`src/rtl/op_feeder_pkg.sv`:
```
// Shared types and constants for the op_feeder operand loader.
package op_feeder_pkg;

  localparam int          DEF_WIDTH  = 4;
  localparam int unsigned FIFO_DEPTH = 2;

  typedef enum logic {
    LOAD_A = 1'b0,
    LOAD_B = 1'b1
  } load_state_t;

endpackage

```
`src/rtl/pair_fifo.sv`:
```
// Two-entry operand-pair FIFO with 1-bit wrapping pointers.
// While empty, head keeps presenting the most recently popped entry.
module pair_fifo
  import op_feeder_pkg::*;
#(
  parameter int DW = 8
) (
  input  logic          clk,
  input  logic          rst,
  input  logic          push,
  input  logic [DW-1:0] push_data,
  input  logic          pop,
  output logic [DW-1:0] head,
  output logic [1:0]    count
);

  logic [DW-1:0] mem [FIFO_DEPTH];
  logic          wr_ptr;
  logic          rd_ptr;
  logic          push_ok;
  logic          pop_ok;

  // Guard against overflow/underflow so the count can never leave 0..2.
  always_comb begin
    pop_ok  = pop && (count != 2'd0);
    push_ok = push && (count != 2'(FIFO_DEPTH));
  end

  // Storage, pointers and occupancy; push and pop may coincide.
  always_ff @(posedge clk) begin
    if (rst) begin
      mem[0] <= '0;
      mem[1] <= '0;
      wr_ptr <= 1'b0;
      rd_ptr <= 1'b0;
      count  <= '0;
    end else begin
      if (push_ok) begin
        mem[wr_ptr] <= push_data;
        wr_ptr      <= ~wr_ptr;
      end
      if (pop_ok) begin
        rd_ptr <= ~rd_ptr;
      end
      case ({push_ok, pop_ok})
        2'b10:   count <= count + 2'd1;
        2'b01:   count <= count - 2'd1;
        default: count <= count;
      endcase
    end
  end

  // When empty, the slot behind rd_ptr is the last popped entry; a push into
  // an empty FIFO writes the rd_ptr slot, so that value stays intact.
  always_comb begin
    head = (count != 2'd0) ? mem[rd_ptr] : mem[~rd_ptr];
  end

endmodule

```
`src/rtl/op_feeder.sv`:
```
// Serial operand loader: pairs consecutive words (a then b) and queues the
// pairs in a 2-entry FIFO feeding a downstream a/b stage.
// Optional popped-pair counter port enabled by macro OP_FEEDER_CNT_EN.
module op_feeder
  import op_feeder_pkg::*;
#(
  parameter int WIDTH = DEF_WIDTH
) (
  input  logic             clk,
  input  logic             rst,
  input  logic [WIDTH-1:0] in_data,
  input  logic             in_valid,
  output logic             in_ready,
  output logic [WIDTH-1:0] a,
  output logic [WIDTH-1:0] b,
  output logic             ab_valid,
  input  logic             ab_ready
`ifdef OP_FEEDER_CNT_EN
  ,
  output logic [7:0]       pair_cnt
`endif
);

  load_state_t        state;
  load_state_t        state_nx;
  logic [WIDTH-1:0]   stg_a;
  logic               accept;
  logic               push;
  logic               pop;
  logic [2*WIDTH-1:0] head;
  logic [1:0]         count;

  // Handshakes; in_ready uses registered state/count only (no ab_ready path).
  always_comb begin
    in_ready = (state == LOAD_A) || (count != 2'(FIFO_DEPTH));
    accept   = in_valid && in_ready;
    push     = accept && (state == LOAD_B);
    pop      = ab_valid && ab_ready;
    ab_valid = (count != 2'd0);
    a        = head[2*WIDTH-1:WIDTH];
    b        = head[WIDTH-1:0];
  end

  // Loader state register.
  always_ff @(posedge clk) begin
    if (rst) state <= LOAD_A;
    else     state <= state_nx;
  end

  // Loader next state: alternate on each accepted word, otherwise hold.
  always_comb begin
    state_nx = state;
    if (accept) begin
      case (state)
        LOAD_A:  state_nx = LOAD_B;
        LOAD_B:  state_nx = LOAD_A;
        default: state_nx = LOAD_A;
      endcase
    end
  end

  // Staging register for operand a.
  always_ff @(posedge clk) begin
    if (rst)                           stg_a <= '0;
    else if (accept && state == LOAD_A) stg_a <= in_data;
  end

  pair_fifo #(
    .DW(2 * WIDTH)
  ) u_fifo (
    .clk       (clk),
    .rst       (rst),
    .push      (push),
    .push_data ({stg_a, in_data}),
    .pop       (pop),
    .head      (head),
    .count     (count)
  );

`ifdef OP_FEEDER_CNT_EN
  // Popped-pair counter, wraps naturally at 8 bits.
  always_ff @(posedge clk) begin
    if (rst)      pair_cnt <= '0;
    else if (pop) pair_cnt <= pair_cnt + 8'd1;
  end
`endif

endmodule
```
`config.mk`:
```
export PLATFORM = sky130hd
export DESIGN_NAME = op_feeder
export DESIGN_NICKNAME = d
export VERILOG_FILES = /design/src/rtl/op_feeder_pkg.sv /design/src/rtl/pair_fifo.sv /design/src/rtl/op_feeder.sv
export SDC_FILE = /design/constraint.sdc
export NUM_CORES = 1
export LEC_CHECK = 0
export CAP_MARGIN = 20
export CORE_MARGIN = 4
export CORE_UTILIZATION = 37
export DETAILED_ROUTE_END_ITERATION = 6
export GPL_ROUTABILITY_DRIVEN = 0
export PLACE_DENSITY_LB_ADDON = 0.1
export SETUP_SLACK_MARGIN = 0.3
export SLEW_MARGIN = 5
export SYNTH_ARGS = -nofsm -noshare
export SYNTH_HDL_FRONTEND = slang
export SYNTH_SLANG_ARGS = --single-unit
```
`constraint.sdc`:
```
create_clock -name clk -period 2.3 [get_ports clk]
set_input_delay 0.575 -clock clk [delete_from_list [all_inputs] [get_ports clk]]
set_output_delay 0.575 -clock clk [all_outputs]
set_load 0.02 [all_outputs]
```
==> run summary <==
fresh numbers from the pnr run: Total GRT Usage=11.7%, EDFF count, synth=16, # Cells Yosys=89, R2R setup slack=0.45 ns, Top pwr grp=combinational cells, cts hold-fix bufs=0, HPWL after DPL=1470 um, CP startpoint kind=register, Achievable Freq=449 MHz, vias in the first global route=749, layout net count=128, Seq power=0.558 mW, GRT Residual Overflow=0, setup tns final=0 ns, Power Internal=0.914 mW, Clock net power=0.196 mW, WL met2=1000 um, status=finished, final reports clean, DR pass1 iterations=4, critical path launch point=u_fifo.count[0]$_SDFFE_PP0P_, HP Class=register to register, Initial Utilization=40.3%, worst reg2reg path depth=8, initial antenna violation count=0, Reg with most FFs=u_fifo.mem, crit-path max FO=8, Switching Share=30.9%, Psw=0.409 mW, drt total wl=2010 um, first-pass GRT wire length=3760 um, WL met3=76 um, combinational share of cell area=32.4%, post-CTS setup buffers=1, WL per Instance=13.5 um, Simple-Gate Area Share=21.3%, MUX share of area=11.3%, top flop regs=u_fifo.mem x16, stg_a x4, u_fifo.count x2, met3 GRT Util=2.63%, Setup WS post-layout=0.0741 ns, syn nets=98, Clock buffer cells=3, Hold EP=stg_a[1]$_SDFFE_PP0P_, Placed Cells incl. Taps=144
PDN straps and rails:
The bar under the picture is 20 um long. Pins as bars on the die edge. Tap cells in gray.
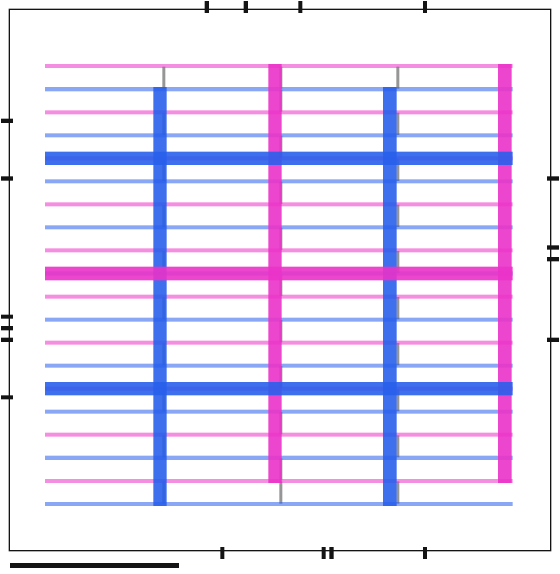
| net | color |
|---|---|
| VDD | magenta |
| VSS | blue |
met4 straps: 4
rows: 19
met1 rails: 20

Cell outlines without signal wires:
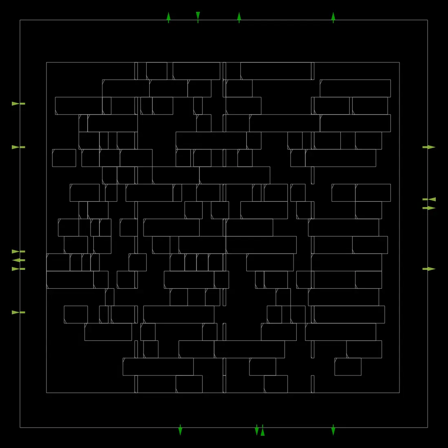
flop share of the area: 44.8%
fill count: 264
Non-Filler Instances: 149
Flops: 26
num tapcells: 31

Wiring heat map:
13 x 13 tiles, from dark blue (low) to red (high), scaled to the fullest tile. Values are wire area over tile area, all layers added.
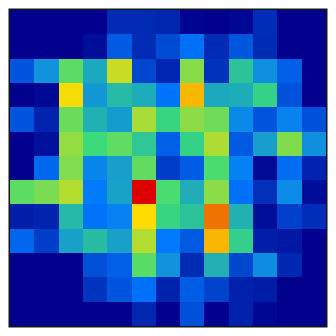
mean over tiles: 0.076
tiles over half the peak: 16%
fullest tile: 0.32
nearly empty tiles: 24%
densest ninth of the die: middle

Placed cells, one color a class:
Fill, decap, tap and diode cells in gray.
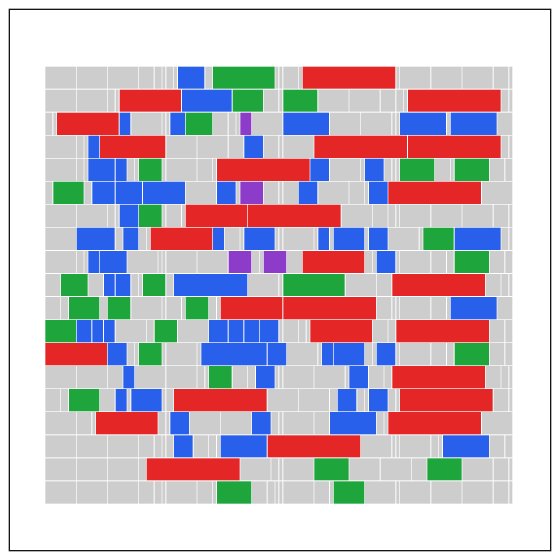
| class | color | cells | share of their area |
|---|---|---|---|
| sequential cells | red | 26 | 46% |
| remaining logic cells | blue | 61 | 34% |
| clock drivers and dummy loads | purple | 4 | 1.8% |
| remaining buffers and delay cells | green | 27 | 19% |
Core Footprint: 2850 um^2
Finished Core Util: 53.3%
row count: 19
design area: 1520 um^2

I/O nets highlighted:
The bar under the picture is 20 um long.
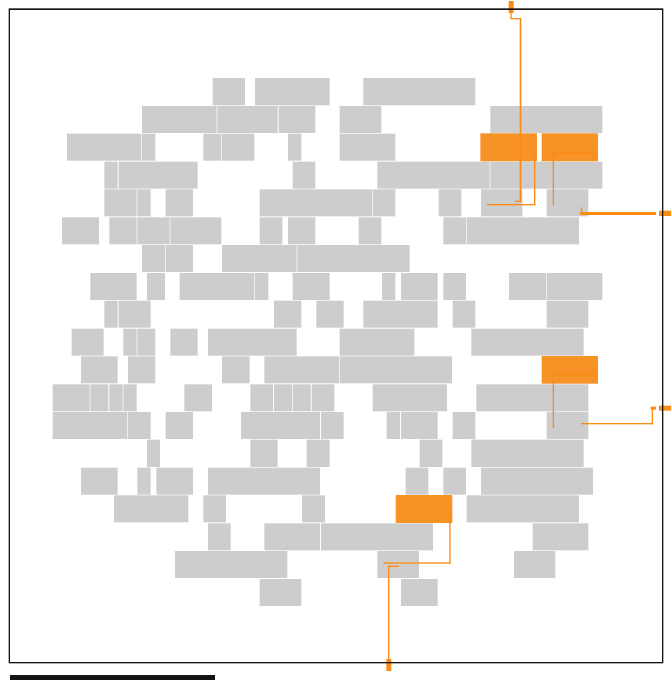
| port | color | direction | edge | end cells | buffers | wire |
|---|---|---|---|---|---|---|
| a | orange | output | 2 right, 1 bottom, 1 top | 4 | 4 | 85.9 um |
I/O Buffers: 17
# IOs: 18

Power figures rest on the tool's default switching activity, not on a simulated workload.
